Fig. 1: signal wires by layer
Scale bar: 20 um. Only two layers are drawn.
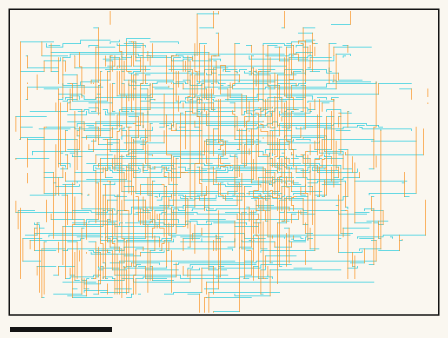
Fig. 2: PDN straps and rails
Scale bar: 20 um. Pins as bars on the die edge.
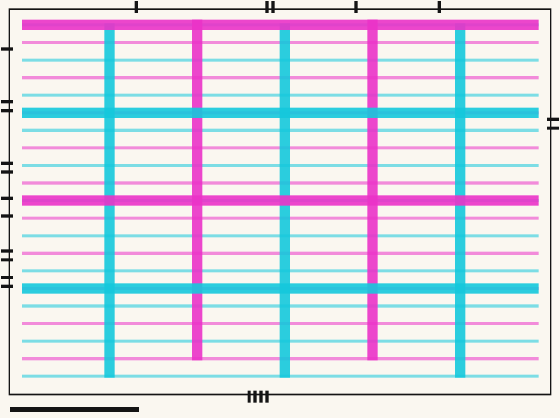
Fig. 3: metal 2
Scale bar: 20 um.
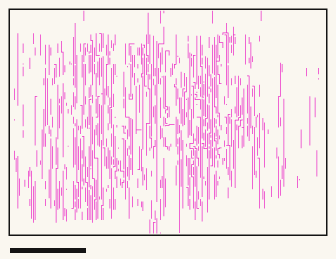
Fig. 4: clock nets
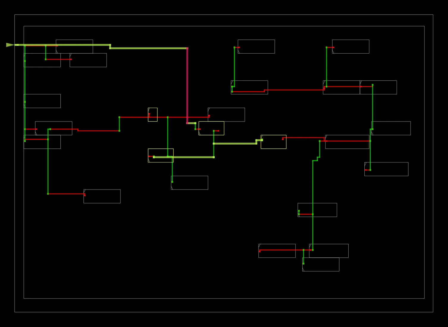
Fig. 5: met3 routing
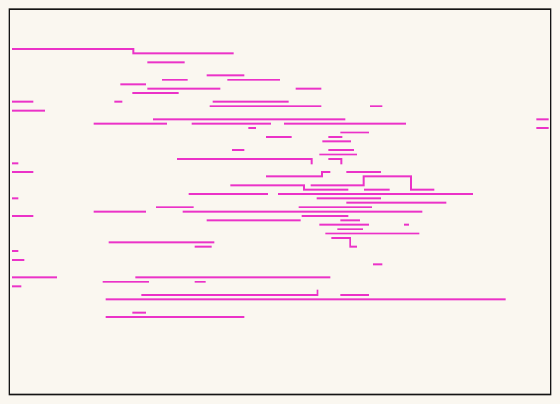
==> config.mk <==
export PLATFORM = sky130hd
export DESIGN_NAME = pwm_breathe_sequencer
export DESIGN_NICKNAME = d
export VERILOG_FILES = /design/src/rtl/pwm_seq_pkg.sv /design/src/rtl/pwm_step_timer.sv /design/src/rtl/pwm_breathe_sequencer.sv
export SDC_FILE = /design/constraint.sdc
export NUM_CORES = 1
export LEC_CHECK = 0
export CORE_ASPECT_RATIO = 0.7
export CORE_MARGIN = 1.5
export CORE_UTILIZATION = 45
export CTS_CLUSTER_DIAMETER = 120
export DETAILED_ROUTE_END_ITERATION = 16
export HOLD_SLACK_MARGIN = 0.08
export PLACE_DENSITY = 0.65
export SETUP_SLACK_MARGIN = 0.2
export SLEW_MARGIN = 20
export SYNTH_ARGS = -nofsm -noshare
export SYNTH_HDL_FRONTEND = slang
export SYNTH_SLANG_ARGS = --single-unit
==> constraint.sdc <==
create_clock -name clk -period 3.2 [get_ports clk]
set_input_delay 0.48 -clock clk [delete_from_list [all_inputs] [get_ports clk]]
set_output_delay 0.48 -clock clk [all_outputs]
set_load 0.02 [all_outputs]
==> changes_impl.md <==
## Implementation

- Cell Type Count: 65
- Post-synthesis cell area: 2050 um2
- Total I/O pin count: 22
- CTS tree: built
- Chip area from the yosys synthesis statistics: 2050 um2
- Ys flops: 21
- Clock buffer depth: 2
- Number of global-route vias before repair: 2145
- Leakage power: 1.15 nW
- Top area cell types: dfxtp_1, ha_1, a21oi_1
- Number of OpenROAD warnings: 30
- Number of fill cells: 385
- CTS Hold Bufs: 0
- Count of antenna diodes in the layout: 0
- Highest fanout seen on the critical path: 3
- Tot GR Track Use: 27.2%
- Count of endpoints failing hold in the final timing report: 0
- Residual DRC count: 0
- Clock Latency Late Sink: 270 ps
- Period utilization: 94.5%
- Post-synthesis average cell area: about 7.5 um2
- Run status: finished clean
- Initial antenna violation count: 0
- Type of element capturing the critical path: register
- GRT overflow: 0
- Global-route wire length before repair: 10.6 mm
- Count of cell instances traversed by the critical path: 15
- Accumulated negative setup slack: 0 ps
- Relative area change from synthesis to final layout: 37.7%
- Net count of the mapped netlist: 298
- Layout Nets: about 360
- DP Cell Count: 374
- Setup CP Type: register to register
- Maximum operating frequency: 331 MHz
- Yosys Instances: roughly 270
- Detailed router's first-iteration violation count: 317
- Cells along the critical path: ha_4, nand3_4, xnor2_4, ha_4, a21o_1, a211o_4, o21ai_1, nand2_1, ha_1, nand2_1, o21ai_2, nand4_1, a21oi_2, o21ai_2, o21a_1
- Crit-path max cell delay: 370 ps
- Pre-CTS worst setup slack: -209 ps
- Most common cell in the synthesized netlist: nor2_1
- Normalized max-slew margin: 62.6%
- Detailed-router iteration count before antenna repair: 5
- Worst reg-to-reg setup slack: 180 ps
- Antenna violation net count after detailed routing: 0
- Top cell type by total area after synthesis: dfxtp_1
## Picture notes: Fig. 1
- met2: orange (wire length 2730 um)
- met1: cyan (wire length 3210 um)
Vias: 2372
wire length per cell: 17.3 um
final wirelength: 6.67 mm

## Picture notes: Fig. 2
- VDD: magenta
- VSS: cyan
- met5 straps: 4
- met1 rails: 21
vertical die dimension: 59.4 um
maximum ir drop on the vdd rail: 146 uV
core area: 4350 um2
Die X: 83.6 um

## Picture notes: Fig. 3
- main direction: vertical
- longest straight run: 42.5 um
- share of all routed wire: 41%
- nets with wire on the layer: 303
GR Layer Usage met2: 39.4%

## Picture notes: Fig. 4
total CTS buffers: 3
final-layout clock buffer total: 3
clock-net power: 0.182 mW
CTS Sinks: 21

## Picture notes: Fig. 5
- main direction: horizontal
- longest straight run: 61.6 um
- share of all routed wire: 10%
fraction of met3 tracks used by global routing: 8.50%

## cell type report
class	instances	area [um2]	area share, %
Tap cell	55	68.8	2.44
Sequential cell	21	432	15.3
Timing Repair Buffer	69	574	20.4
Multi-Input combinational cell	224	1650	58.5
Inverter	13	48.8	1.73
Clock inverter	1	5.00	0.178
Clock buffer	3	41.3	1.46
## per-layer routing
| layer | track usage (%) | vias up | part of all wire, % |
|---|---|---|---|
| met5 | 0 | - | 0 |
| met1 | 40.2 | 1103 | 48 |
| met4 | 3.75 | 0 | 0.82 |
| li1 | - | 1135 | - |
| met3 | 8.50 | 6 | 10 |
| met2 | 39.4 | 128 | 41 |
## cell usage in the layout, fill, tap and decap left out, drive strengths merged, types with 5 or more instances in the layout
cell type	n
o21ai	23
inv	13
buf	48
nand2b	6
nand2	14
a21oi	29
nor3	5
nand3	11
a22o	5
ha	15
nor2	31
dfxtp	21
clkdlybuf4s50	21
## per-stage QoR
stage	cell area, um2	hold slack (ps)	util, %
after CTS	2740	546	62.9
after global routing	2820	596	64.7
after floorplan	2100	504	-
final	2820	547	64.7
after global placement	2590	539	59.5
after detailed placement	2590	532	59.5
## where the power goes
group / internal (mW) / switching [mW] / leakage (nW) / total (mW)
logic: 0.0495 / 0.0576 / 0.952 / 0.107
clock network: 0.0870 / 0.0950 / 0.0255 / 0.182
registers: 0.262 / 0.00535 / 0.173 / 0.267
total: 0.398 / 0.158 / 1.15 / 0.556
## cell families after synthesis
group,count (synthesis),share of synthesized area (%)
simple gates,102,26.9
compound gates,99,33.1
buf+inv,27,5.93
flops,21,20.5
fa+ha+maj,15,9.17
xor+xnor,7,3.91
mux,1,0.489
## repair_timing
action | in CTS | in global routing
buffers inserted | 6 | 2
pin swaps | 12 | 15
resized | 15 | 9
endpoints found under the setup margin | 2 | 2
Power figures rest on the tool's default switching activity, not on a simulated workload.
